===== src/rtl/regfile_sb.sv =====
// Integer register file with per-register busy scoreboard for long-latency ops.
// Optional same-cycle write-to-read bypass: define REGFILE_BYPASS_EN.
module regfile_sb #(
  parameter int XLEN      = 32,
  parameter int NREGS     = 32,
  parameter int AW        = $clog2(NREGS),
  parameter int NRD       = 2,
  parameter int ZERO_REG0 = 1
) (
  input  logic                clk,
  input  logic                rst,
  input  logic                reg_write,
  input  logic [AW-1:0]       rd,
  input  logic [XLEN-1:0]     wd,
  input  logic                wb_clr,
  input  logic [NRD*AW-1:0]   rs_addr,
  output logic [NRD*XLEN-1:0] rs_val,
  output logic [NRD-1:0]      rs_busy,
  input  logic                sb_set,
  input  logic [AW-1:0]       sb_rd,
  output logic                sb_waw,
  output logic [AW:0]         busy_cnt,
  output logic                sb_full
);

  localparam int CW = AW + 1;
  localparam bit Z0 = (ZERO_REG0 != 0);
  localparam logic [AW:0] FULL_CNT = Z0 ? CW'(NREGS - 1) : CW'(NREGS);

  logic [XLEN-1:0]  regs [NREGS];
  logic [NREGS-1:0] busy;
  logic [NREGS-1:0] busy_nxt;
  logic [AW:0]      cnt_nxt;
  logic             waw_nxt;
  logic             wr_en;
  logic             set_en;
  logic             clr_en;

  assign wr_en  = reg_write && !(Z0 && rd == '0);
  assign set_en = sb_set && !(Z0 && sb_rd == '0);
  assign clr_en = reg_write && wb_clr;

  // Set is applied after clear so a newly issued producer keeps the reg busy.
  always_comb begin
    busy_nxt = busy;
    if (clr_en) busy_nxt[rd] = 1'b0;
    if (set_en) busy_nxt[sb_rd] = 1'b1;
    cnt_nxt = '0;
    for (int i = 0; i < NREGS; i++) begin
      cnt_nxt = cnt_nxt + CW'(busy_nxt[i]);
    end
    waw_nxt = set_en && busy[sb_rd] && !(clr_en && rd == sb_rd);
  end

  always_ff @(posedge clk) begin
    if (rst) begin
      for (int i = 0; i < NREGS; i++) begin
        regs[i] <= '0;
      end
      busy     <= '0;
      busy_cnt <= '0;
      sb_waw   <= 1'b0;
    end else begin
      if (wr_en) regs[rd] <= wd;
      busy     <= busy_nxt;
      busy_cnt <= cnt_nxt;
      sb_waw   <= waw_nxt;
    end
  end

  assign sb_full = (busy_cnt == FULL_CNT);

  for (genvar k = 0; k < NRD; k++) begin : g_rd
    logic [AW-1:0]   addr;
    logic [XLEN-1:0] val;
    logic            bsy;

    assign addr = rs_addr[k*AW +: AW];

    always_comb begin
      val = (Z0 && addr == '0) ? '0 : regs[addr];
      bsy = busy[addr];
`ifdef REGFILE_BYPASS_EN
      // Forward the in-flight writeback so decode sees it without a stall.
      if (wr_en && rd == addr) val = wd;
      if (clr_en && rd == addr && !(sb_set && sb_rd == addr)) bsy = 1'b0;
`endif
    end

    assign rs_val[k*XLEN +: XLEN] = val;
    assign rs_busy[k]             = bsy;
  end

endmodule


===== config.mk =====
export PLATFORM = sky130hd
export DESIGN_NAME = regfile_sb
export DESIGN_NICKNAME = d
export VERILOG_FILES = /design/src/rtl/regfile_sb.sv
export SDC_FILE = /design/constraint.sdc
export NUM_CORES = 2
export LEC_CHECK = 0
export CORE_ASPECT_RATIO = 0.9
export CORE_UTILIZATION = 45
export DETAILED_ROUTE_END_ITERATION = 8
export SLEW_MARGIN = 10
export SYNTH_ARGS = -nofsm -noshare
export SYNTH_HDL_FRONTEND = slang
export SYNTH_SLANG_ARGS = --single-unit

===== constraint.sdc =====
create_clock -name clk -period 7.5 [get_ports clk]
set_input_delay 1.5 -clock clk [delete_from_list [all_inputs] [get_ports clk]]
set_output_delay 1.5 -clock clk [all_outputs]
set_load 0.05 [all_outputs]

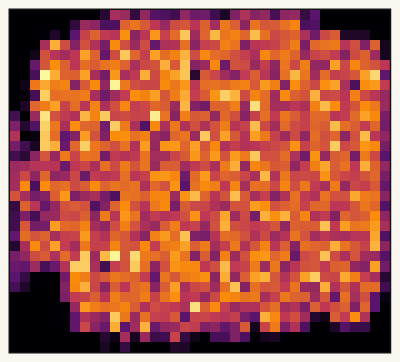
*Cell density map*
Drawn at 1 px/um. The die is cut into 38 by 34 equal tiles; black is low, pale yellow is high, 0 to 100% covered.
emptiest ninth of the die: lower left
mean over tiles: 49%
fullest tile: 99%
tiles over 75% full: 11%
nearly empty tiles: 11%

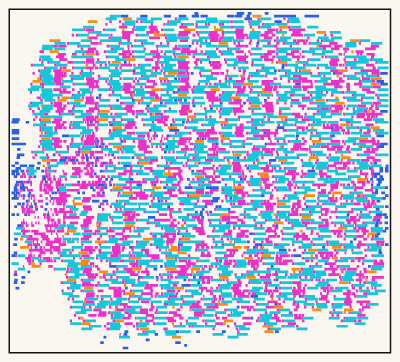
*Cells colored by class*
Drawn at 1 px/um.
[clock drivers and dummy loads] orange | cells: 213
[remaining logic cells] magenta | cells: 2483
[remaining buffers and delay cells] blue | cells: 320
[registers] cyan | cells: 1063
share of the core filled with cells in the final layout: 0.514
placement row count: 124
Seq area share: 0.482
core area: 0.127 mm^2

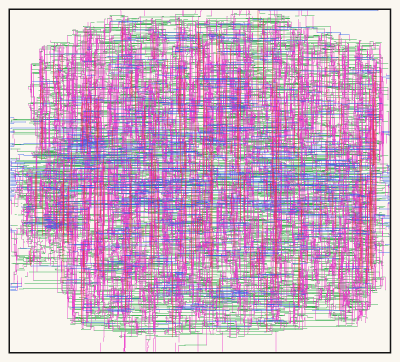
*Routed metal, one color a layer*
Drawn at 1 px/um.
[M5] cyan | wire length: 11.0 um
[M3] blue | wire length: 19500 um
[M1] green | wire length: 78.8 mm
[M2] magenta | wire length: 90.7 mm
[M4] red | wire length: 7910 um
routed vias: 36800
WL per Instance: 34.0 um

==> notes.md <==
Main metrics from the flow reports.

The worst setup path is launched from a primary input. Looking at the hold checks, the worst path lands on busy[23]. The internal power came out at 0.0108 W. For this run, global-route usage on met1 was measured as 0.415.

Per the detail_route report, vias per standard cell equal 6.36. The required time at the worst endpoint is listed as 6.00 ns. The met3 track demand over resource in global routing came out at 0.0649. The worst-margin pin slew came out at between 1 and 1.5 ns. STA classifies the critical path endpoint as an output port. The combinational group power is 0.00213 W. Leaving out the clock tree, the finished layout contains a buffer count of between 300 and 400. Grouping non-sequential cells by family puts the most area in multiplexers. The final tally of setup violations is 0. Across the whole layout, storage elements account for 0.0315 mm^2. The final cell count without fillers is 5786. The number of buffer and inverter stages on the critical path is 3. Per the synthesis report, the XOR/XNOR share of the synthesized area is 0.00106. The growth of design area from synthesis to finish is 13.0%.

The delay of the slowest cell on the worst path is just under 1 ns. Between clock sinks in the finished design, the worst skew comes to 0.0125 ns. The top cell types in the final layout, fill and taps aside, are 1024 x sky130_fd_sc_hd__edfxtp_1, 997 x sky130_fd_sc_hd__and2_1, 474 x sky130_fd_sc_hd__mux4_2, 181 x sky130_fd_sc_hd__mux2i_1, 174 x sky130_fd_sc_hd__buf_4.

Counting the fill cells in the layout gives 10500. The layout sequential cell count came out at 1063. The cell count after synthesis came out at 3928.

The number of well taps is 1701. The antenna diode count came out at 6. The post-layout net count came out at 4070. In this run, the synthesized area fraction spent on adder and majority cells is recorded as 0.00982. For this design, the sink count on the clock tree is about 1100. The multiplexer area fraction after synthesis came out at 0.230.

The registers of the reported paths see a clock transition of about 0.060 ns. The starting utilization of the core area is 0.455. The die area is roughly 0.13 mm^2.

The most used flip-flop cell after synthesis is sky130_fd_sc_hd__edfxtp_1. The share of the clock period used by the worst path came out at 0.905. The worst setup path is of the in2out kind. On the critical path, the stage with the largest delay is an instance of sky130_fd_sc_hd__clkdlybuf4s50_1. The power report attributes to the sequential group a share of 0.476.

The register with the most flip-flops in the layout has 1024 of them. The run finished with clean final reports. TritonCTS built the clock tree. The post-synthesis register bit count came out at 1063.

The arrival time at the worst endpoint came out at 5.28 ns. The mean instance size in the synthesized netlist came out at 14.7 um^2. The number of port buffers came out at around 130. Setup total negative slack on the finished layout was measured at 0 ns. The number of buffers created by CTS came out at around 110. The static leakage is 22.7 nW.

The maximum root-to-sink buffer count is 3. The violation tally from detailed-route iteration zero came out at 4932. In the layout the tool counted multi-input logic cells amounting to around 2500. The uppermost signal routing layer after detailed routing is met5.
Power and IR drop assume default switching activity.
